## src/rtl/row_seq_multiplier.sv

```systemverilog
// Sequential unsigned WIDTH x WIDTH multiplier: one shift-add row per clock, LSB first,
// with valid/ready handshakes on operand and product sides, one operation in flight.
module row_seq_multiplier #(
  parameter int WIDTH = 8,
  parameter int CNT_W = 4
) (
  input  logic                 clk,
  input  logic                 rst_n,
  input  logic                 in_valid,
  output logic                 in_ready,
  input  logic [WIDTH-1:0]     a,
  input  logic [WIDTH-1:0]     b,
  output logic                 out_valid,
  input  logic                 out_ready,
  output logic [2*WIDTH-1:0]   product,
  output logic                 busy
);

  typedef enum logic [1:0] {IDLE = 2'd0, ROW = 2'd1, DONE = 2'd2} state_t;

  localparam logic [CNT_W-1:0] LAST_ROW = CNT_W'(WIDTH - 1);

  state_t             state, state_nxt;
  logic [WIDTH-1:0]   a_reg, b_reg;
  logic [2*WIDTH-1:0] acc, acc_nxt;
  logic [CNT_W-1:0]   row;
  logic [WIDTH-1:0]   b_sh, pp;
  logic [WIDTH:0]     row_sum;
  logic               last_row;

  // Row datapath: add partial product to upper half keeping the carry, then shift right.
  assign b_sh     = b_reg >> row;
  assign pp       = b_sh[0] ? a_reg : '0;
  assign row_sum  = {1'b0, acc[2*WIDTH-1:WIDTH]} + {1'b0, pp};
  assign acc_nxt  = {row_sum, acc[WIDTH-1:1]};
  assign last_row = (row == LAST_ROW);

  always_ff @(posedge clk or negedge rst_n) begin
    if (!rst_n) state <= IDLE;
    else        state <= state_nxt;
  end

  always_comb begin
    state_nxt = state;
    case (state)
      IDLE:    if (in_valid)  state_nxt = ROW;
      ROW:     if (last_row)  state_nxt = DONE;
      DONE:    if (out_ready) state_nxt = IDLE;
      default:                state_nxt = IDLE;
    endcase
  end

  always_comb begin
    in_ready  = (state == IDLE);
    out_valid = (state == DONE);
    busy      = (state == ROW);
  end

  always_ff @(posedge clk or negedge rst_n) begin
    if (!rst_n) begin
      a_reg   <= '0;
      b_reg   <= '0;
      acc     <= '0;
      row     <= '0;
      product <= '0;
    end else begin
      case (state)
        IDLE: if (in_valid) begin
          a_reg <= a;
          b_reg <= b;
          acc   <= '0;
          row   <= '0;
        end
        ROW: begin
          acc <= acc_nxt;
          row <= row + 1'b1;
          // product only moves on the way out of ROW and then holds through DONE/IDLE
          if (last_row) product <= acc_nxt;
        end
        default: ;
      endcase
    end
  end

endmodule

```

## config.mk

```make
export PLATFORM = sky130hd
export DESIGN_NAME = row_seq_multiplier
export DESIGN_NICKNAME = d
export VERILOG_FILES = /design/src/rtl/row_seq_multiplier.sv
export SDC_FILE = /design/constraint.sdc
export NUM_CORES = 1
export LEC_CHECK = 0
export CORE_MARGIN = 2
export CORE_UTILIZATION = 37
export DETAILED_ROUTE_END_ITERATION = 10
export PLACE_DENSITY = 0.7
export REMOVE_ABC_BUFFERS = 1
export SYNTH_ARGS = -nofsm -noshare
export SYNTH_HDL_FRONTEND = slang
export SYNTH_SLANG_ARGS = --single-unit
```

## constraint.sdc

```tcl
create_clock -name clk -period 3.3 [get_ports clk]
set_input_delay 0.66 -clock clk [delete_from_list [all_inputs] [get_ports clk]]
set_output_delay 0.66 -clock clk [all_outputs]
set_load 0.01 [all_outputs]
```

run_1/final_congestion.png
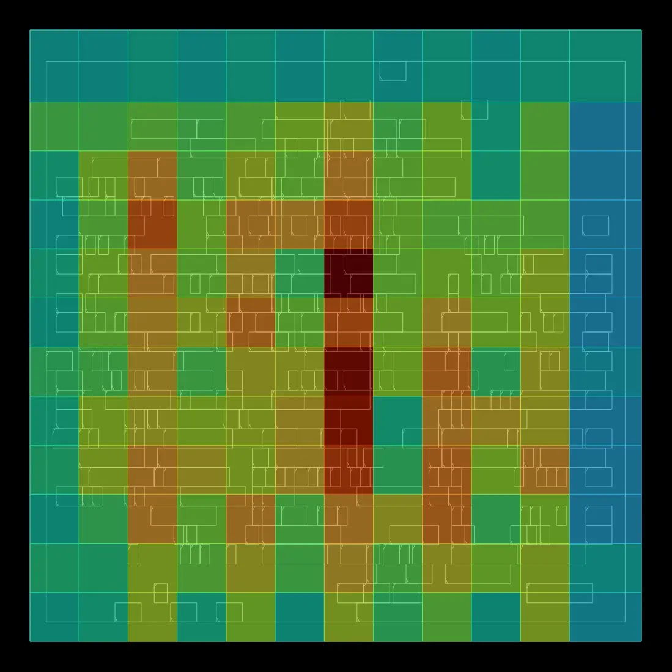
met2 GRT Util: 0.225
most used routing layer in global routing: met2
total global-route track usage: 0.138

run_1/met1.png
Scale bar: 20 µm. Supply wires on this layer in gray.
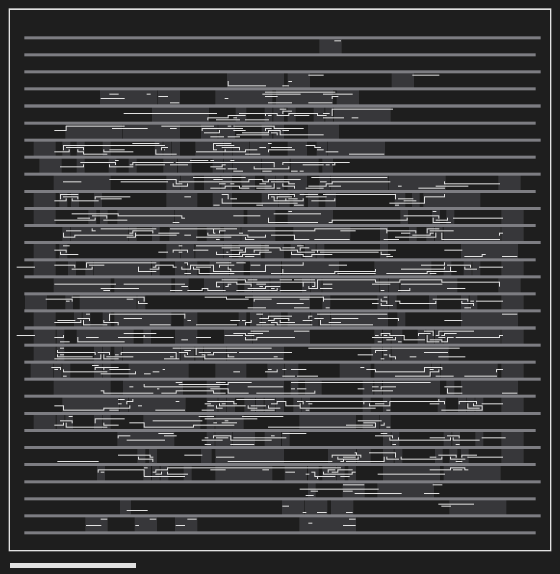
wire length on this layer = 2340 µm
main direction = horizontal
share of all routed wire = 50%

run_1/zoom.png
Scale bar: 10 µm. Window x 23 to 63, y 6 to 46 µm. Cells in gray, sequential cells in the stronger gray; small squares are vias.
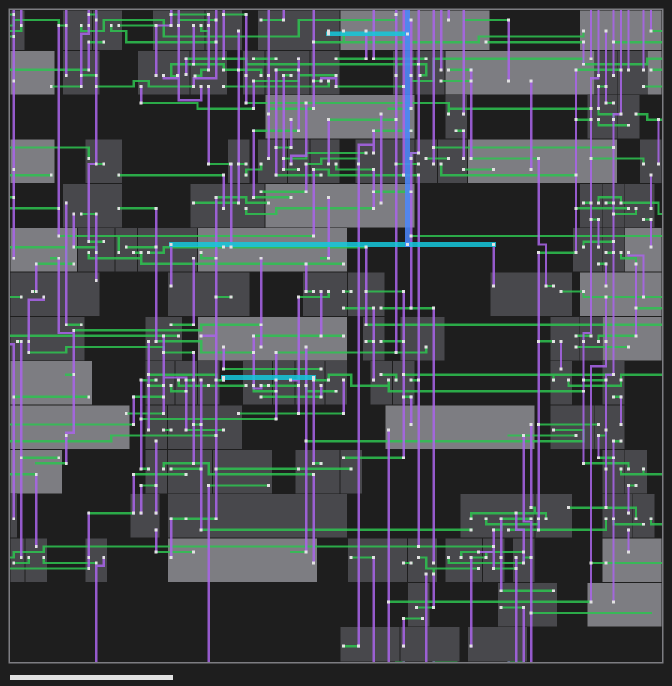
met2 -> purple
met4 -> blue
met3 -> cyan
met1 -> green
most frequent = nand2_1 (30), o21ai_0 (14), dfrtp_1 (13)
cells with their middle in the window = 102
netlist names of flops here include = acc (4), row (4), product (3)
sequential cells in the window = 13

==> flow_metrics.py, run 1 <==
# Metrics from the implementation run
metrics = {
    "floorplanning": {
        "fp_util": 0.387,
        "dieArea_um2": 7400,
        "top_level_ports": 39,
        "die_y_um": 86.0,
    },
    "synth": {
        "async_flop_share": 1.00,
        "synthXorXnorAreaFrac": 0.0141,
        "ys.flop_type": "dfrtp_1",
        "ys_area_um2": 2490,
        "top_cell": "nand2_1",
        "simple_gate_share": 0.244,
        "synth-edff-count": 0,
        "ys_warn_count": 0,
    },
    "grt": {
        "grt_max_degree": 36,
        "antenna_found_initial": 0,
    },
    "finish": {
        "clock_buffers": 5,
        "fin_util": 0.477,
        "final_cell_mix": "111 x nand2_1, 53 x dfrtp_1, 37 x clkdlybuf4s50_1",
        "lay_top_count": "nand2_1",
        "register_area_um2": 1330,
        "top_regs": "product x16, acc x15",
    },
    "worst_setup_path": {
        "crit_path_max_incr_delay_ns": 0.58,
        "crit_type": "flop to flop",
        "crit_family": "AND-OR/OR-AND gates",
        "endpoint_kind": "flop",
        "cp_slowest_cell": "mux4_1",
        "crit_required_ns": 3.48,
        "crit_path_start": "row[0]",
    },
    "drt": {
        "met2_wirelength_mm": 2.13,
        "dr_wl_met3_um": 186,
        "ant_nets": 0,
        "top_layer_used": "met4",
    },
    "place": {
        "place_area_um2": 2930,
    },
    "clock_network": {
        "cts_hold_buf": 0,
    },
    "power_and_ir_drop": {
        "combPwrFrac": 0.421,
        "pg_seq_uw": 1090,
        "p_int_uw": 1760,
    },
    "run": {
        "tool_warnings": 25,
    },
    "status": {
        "status": "complete, no violations",
    },
    "timing": {
        "setup_viol": 0,
        "worst_slack_ns": 0.316,
        "setup_tns_ns": 0,
        "hold_viol_final": 0,
    },
}
run_1/drive_strength.png
Scale bar: 20 µm.
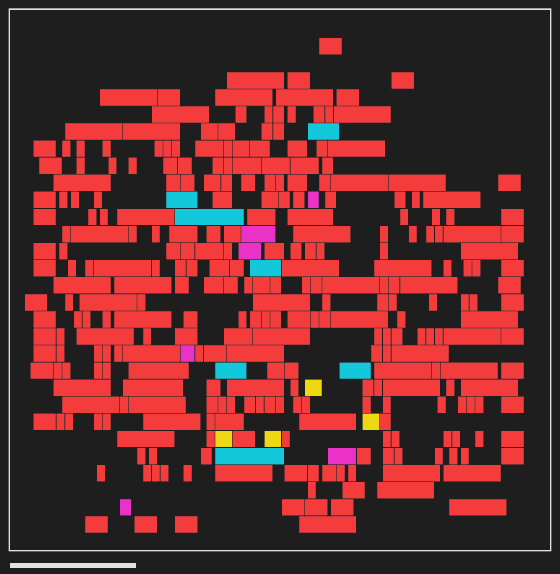

## Run 2: what changed since run 1
--- a/config.mk
+++ b/config.mk
@@ -8,7 +8,7 @@
 export CORE_MARGIN = 2
 export CORE_UTILIZATION = 37
 export DETAILED_ROUTE_END_ITERATION = 10
-export PLACE_DENSITY = 0.7
+export PLACE_DENSITY = 0.72
 export REMOVE_ABC_BUFFERS = 1
 export SYNTH_ARGS = -nofsm -noshare
 export SYNTH_HDL_FRONTEND = slang
==> constraint.sdc (replaced) <==
create_clock -name clk -period 2.4 [get_ports clk]
set_input_delay 0.48 -clock clk [delete_from_list [all_inputs] [get_ports clk]]
set_output_delay 0.48 -clock clk [all_outputs]
set_load 0.01 [all_outputs]
run_2/drive_strength.png
Scale bar: 20 µm.
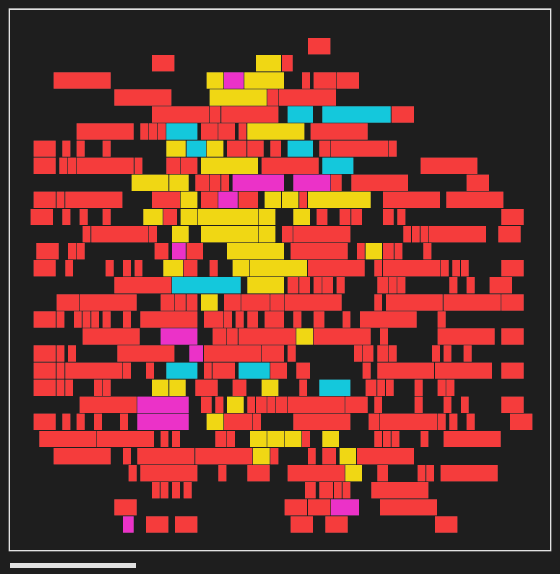
drive 3 to 4 -> yellow  # cells 42, share 13%, most used buf_4
drive 1 or less -> red  # cells 268, share 81%, most used nand2_1
drive 2 -> magenta  # cells 11, share 3.3%
drive 6 and up -> cyan  # cells 10, share 3.0%, most used clkbuf_8

run_2/met2.png
Scale bar: 20 µm.
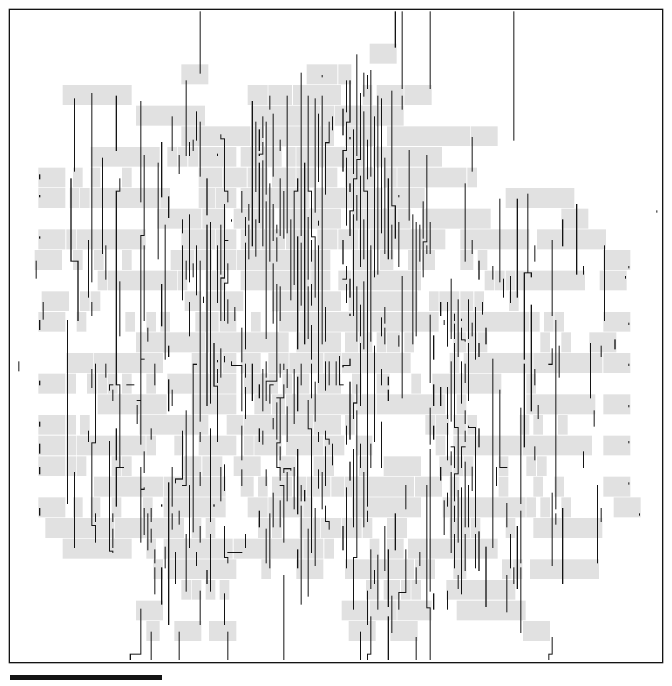
share of all routed wire = 48%
wire length on this layer = 2740 µm
nets with wire on the layer = 278
main direction = vertical
longest straight run = 41.5 µm

==> run 2 against run 1 <==
Effect of this change:
- register-to-register slack worse by 0.69 ns
- final cell count grew 6.3%
- via count increased by 11%
- worst hold slack got worse by 0.37 ns
- setup slack worse by 0.69 ns
- non-clock buffer count grew 24
- global-route usage is 2.0 points higher
- die area unchanged
- the flow now finishes with violations (setup timing)
- synthesized cell count stayed put
- critical path depth is the same
- area after synthesis unchanged
==> flow_metrics.py, run 2 <==
# Metrics from the implementation run
metrics = {
    "status": {
        "status": "finished with violations",
        "violations": "setup timing",
    },
    "worst_setup_path": {
        "critical_path_peak_fanout": 5,
        "rrSetupSlack_ns": -0.38,
        "crit_path_max_incr_delay_ns": 0.51,
        "r2r_end": "acc[15]",
        "crit_path_start": "row[0]",
        "cp_slowest_cell": "mux4_2",
        "crit_required_ns": 2.60,
        "endpoint_kind": "flop",
        "crit_type": "flop to flop",
        "crit_family": "AND-OR/OR-AND gates",
    },
    "grt": {
        "gr-max-usage-layer": "met2",
        "grt_max_degree": 26,
        "grt_pass1_wl_mm": 9.06,
        "antenna_found_initial": 0,
        "grt_util_all_layers": 0.158,
    },
    "synth": {
        "ys.flop_type": "dfrtp_1",
        "ys_top_logic_family": "simple AND/OR/NAND/NOR gates",
        "simple_gate_share": 0.244,
        "ys_seq_frac": 0.533,
        "async_flop_share": 1.00,
        "ys_area_um2": 2490,
        "synth-edff-count": 0,
        "synthXorXnorAreaFrac": 0.0141,
        "ys_warn_count": 0,
        "ys_cells": 269,
        "top_cell": "nand2_1",
    },
    "timing": {
        "setup_viol": 12,
        "rsz0062_at_grt": "true",
        "fmax_mhz": 360,
        "setup_tns_ns": -3.09,
        "worst_slack_ns": -0.377,
        "hold_viol_final": 0,
    },
    "floorplanning": {
        "dieArea_um2": 7400,
        "nWellTaps": 77,
        "fp_util": 0.387,
        "die_y_um": 86.0,
        "top_level_ports": 39,
    },
    "place": {
        "place_area_um2": 3070,
        "pre_cts_slack_ns": -0.467,
    },
    "clock_network": {
        "cts_hold_buf": 0,
        "root_buffer": "clkbuf_8",
        "cts.sinks": 53,
        "post_cts_resized": 28,
        "cts.clk_slew.worst_paths_ns": 0.11,
    },
    "power_and_ir_drop": {
        "peakVddDrop_mv": 0.521,
        "combPwrFrac": 0.505,
        "pg_seq_uw": 1520,
        "switching_power_uw": 1680,
        "power_density_nw_per_um2": 1330,
        "share_seq_of_total_power": 0.334,
        "p_int_uw": 2870,
    },
    "finish": {
        "clock_buffers": 5,
        "nonClkBufAreaFrac": 0.173,
        "largest_reg_flops": 16,
        "largest-register": "product",
        "antenna_cells": 0,
        "final-clk-cell-share": 0.0401,
        "largestClassByArea": "flip-flops and latches",
        "final_cell_mix": "109 x nand2_1, 53 x dfrtp_1, 37 x clkdlybuf4s50_1",
        "area_growth_pct": 37.8,
        "register_area_um2": 1330,
        "lay_top_count": "nand2_1",
        "top_regs": "product x16, acc x15",
    },
    "run": {
        "tool_warnings": 27,
    },
    "drt": {
        "met2_wirelength_mm": 2.74,
        "dr_wl_met3_um": 232,
        "vias": 2028,
        "dr.pass1.iters": 4,
        "ant_nets": 0,
        "routed_via_density": 4.97,
        "top_layer_used": "met4",
    },
}
run_2/final_congestion.png
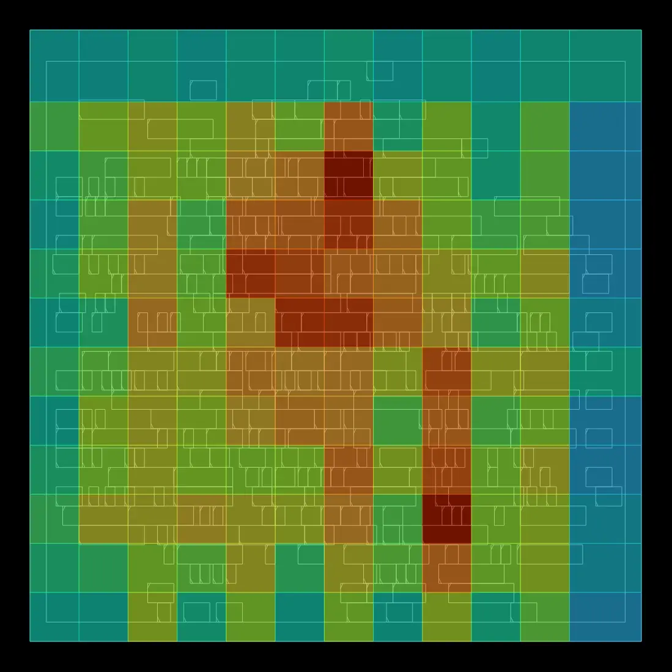
Global Route met3 Usage: 0.0404
met2 GRT Util: 0.249
drt wl/cell: 14.0 µm
final core utilization: 0.534

run_2/met1.png
Scale bar: 20 µm. Supply wires on this layer in gray.
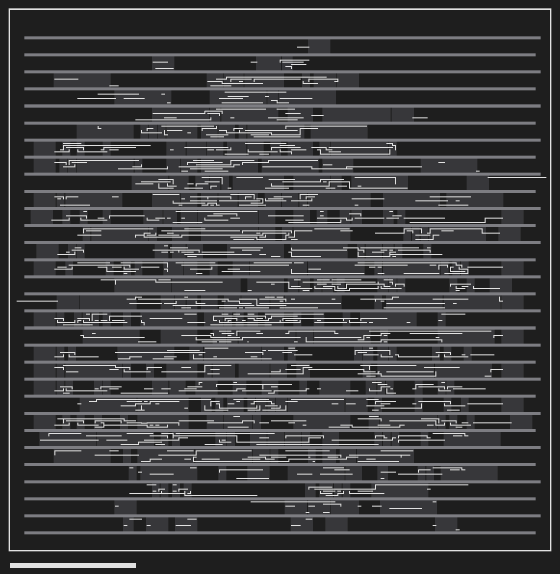

## Run 3: what changed since run 2
--- a/config.mk
+++ b/config.mk
@@ -8,6 +8,7 @@
 export CORE_MARGIN = 2
 export CORE_UTILIZATION = 37
 export DETAILED_ROUTE_END_ITERATION = 10
+export MAX_ROUTING_LAYER = met4
 export PLACE_DENSITY = 0.72
 export REMOVE_ABC_BUFFERS = 1
 export SYNTH_ARGS = -nofsm -noshare
run_3/met1.png
Scale bar: 20 µm. Supply wires on this layer in gray.
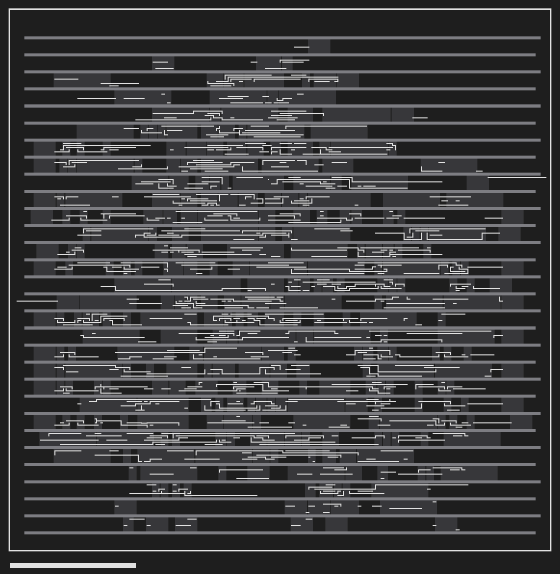
met1 Usage GRT: 0.203
Vias: 2029

run_3/drive_strength.png
Scale bar: 20 µm.
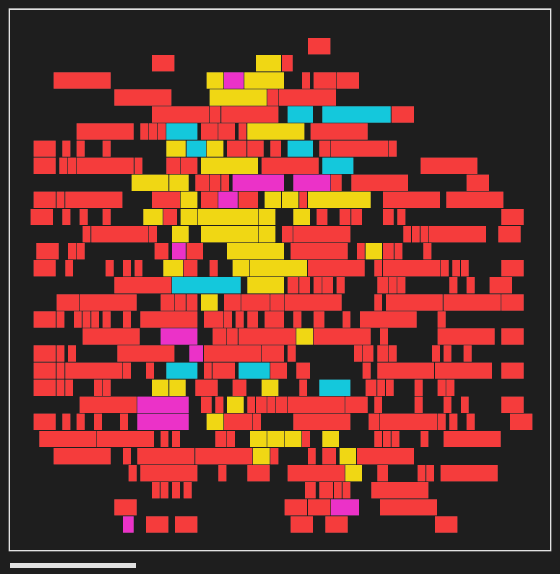
drive 6 and up -> cyan  # cells 10, share 3.0%, most used clkbuf_8
drive 1 or less -> red  # cells 268, share 81%, most used nand2_1
drive 2 -> magenta  # cells 11, share 3.3%
drive 3 to 4 -> yellow  # cells 42, share 13%, most used buf_4

run_3/met2.png
Scale bar: 20 µm.
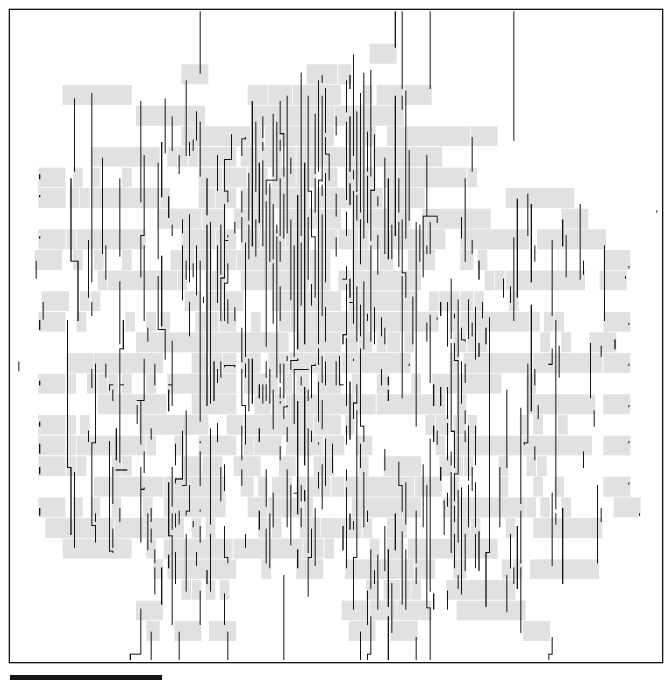
Routed WL: 5.70 mm
met2 GRT Util: 0.250

==> run 3 against run 2 <==
Effect of this change:
- the run still ends with setup timing left
- sequential cell count is the same
- clock-buffer cell count stayed put
- setup slack lost 0.016 ns
- clock skew is 0.00088 ns higher
- utilization stayed put
- worst hold slack better by 0.0011 ns
- final area did not move
- synthesized cell count did not move
- sequential share of layout area is the same
==> flow_metrics.py, run 3 <==
# Metrics from the implementation run
metrics = {
    "timing": {
        "fmax_mhz": 358,
        "setup_viol": 12,
        "worst_slack_ns": -0.393,
        "rsz0062_at_grt": "true",
        "setup_tns_ns": -3.13,
        "hold_viol_final": 0,
    },
    "finish": {
        "final-clk-cell-share": 0.0401,
        "largest-register": "product",
        "fin_util": 0.534,
        "largestClassByArea": "flip-flops and latches",
        "lay_top_count": "nand2_1",
        "area_growth_pct": 37.8,
        "antenna_cells": 0,
        "top_regs": "product x16, acc x15",
        "largest_reg_flops": 16,
    },
    "drt": {
        "ant_nets": 0,
        "met2_wirelength_mm": 2.69,
        "dr.pass1.iters": 4,
        "wl_per_cell_um": 14.0,
        "top_layer_used": "met4",
    },
    "power_and_ir_drop": {
        "power_density_nw_per_um2": 1330,
        "share_seq_of_total_power": 0.334,
        "combPwrFrac": 0.505,
        "pg_seq_uw": 1520,
        "p_int_uw": 2870,
        "peakVddDrop_mv": 0.519,
    },
    "grt": {
        "met3_usage": 0.0404,
        "antenna_found_initial": 0,
        "gr-max-usage-layer": "met2",
        "grt_util_all_layers": 0.162,
        "grt_pass1_wl_mm": 9.09,
    },
    "worst_setup_path": {
        "crit_type": "flop to flop",
        "crit_required_ns": 2.60,
        "crit_family": "AND-OR/OR-AND gates",
        "endpoint_kind": "flop",
        "crit_path_max_incr_delay_ns": 0.51,
        "crit_path_start": "row[0]",
        "cp_slowest_cell": "mux4_2",
    },
    "clock_network": {
        "post_cts_resized": 28,
        "cts_hold_buf": 0,
        "root_buffer": "clkbuf_8",
        "cts.clk_slew.worst_paths_ns": 0.10,
    },
    "synth": {
        "ys_cells": 269,
        "ys_area_um2": 2490,
        "ys_seq_frac": 0.533,
        "synth-edff-count": 0,
        "ys.flop_type": "dfrtp_1",
        "ys_warn_count": 0,
        "ys_top_logic_family": "simple AND/OR/NAND/NOR gates",
        "simple_gate_share": 0.244,
        "top_cell": "nand2_1",
        "async_flop_share": 1.00,
        "synthXorXnorAreaFrac": 0.0141,
    },
    "status": {
        "status": "finished with violations",
        "violations": "setup timing",
    },
    "floorplanning": {
        "nWellTaps": 77,
        "die_y_um": 86.0,
        "dieArea_um2": 7400,
    },
    "place": {
        "pre_cts_slack_ns": -0.467,
        "place_area_um2": 3070,
    },
    "run": {
        "tool_warnings": 27,
    },
}
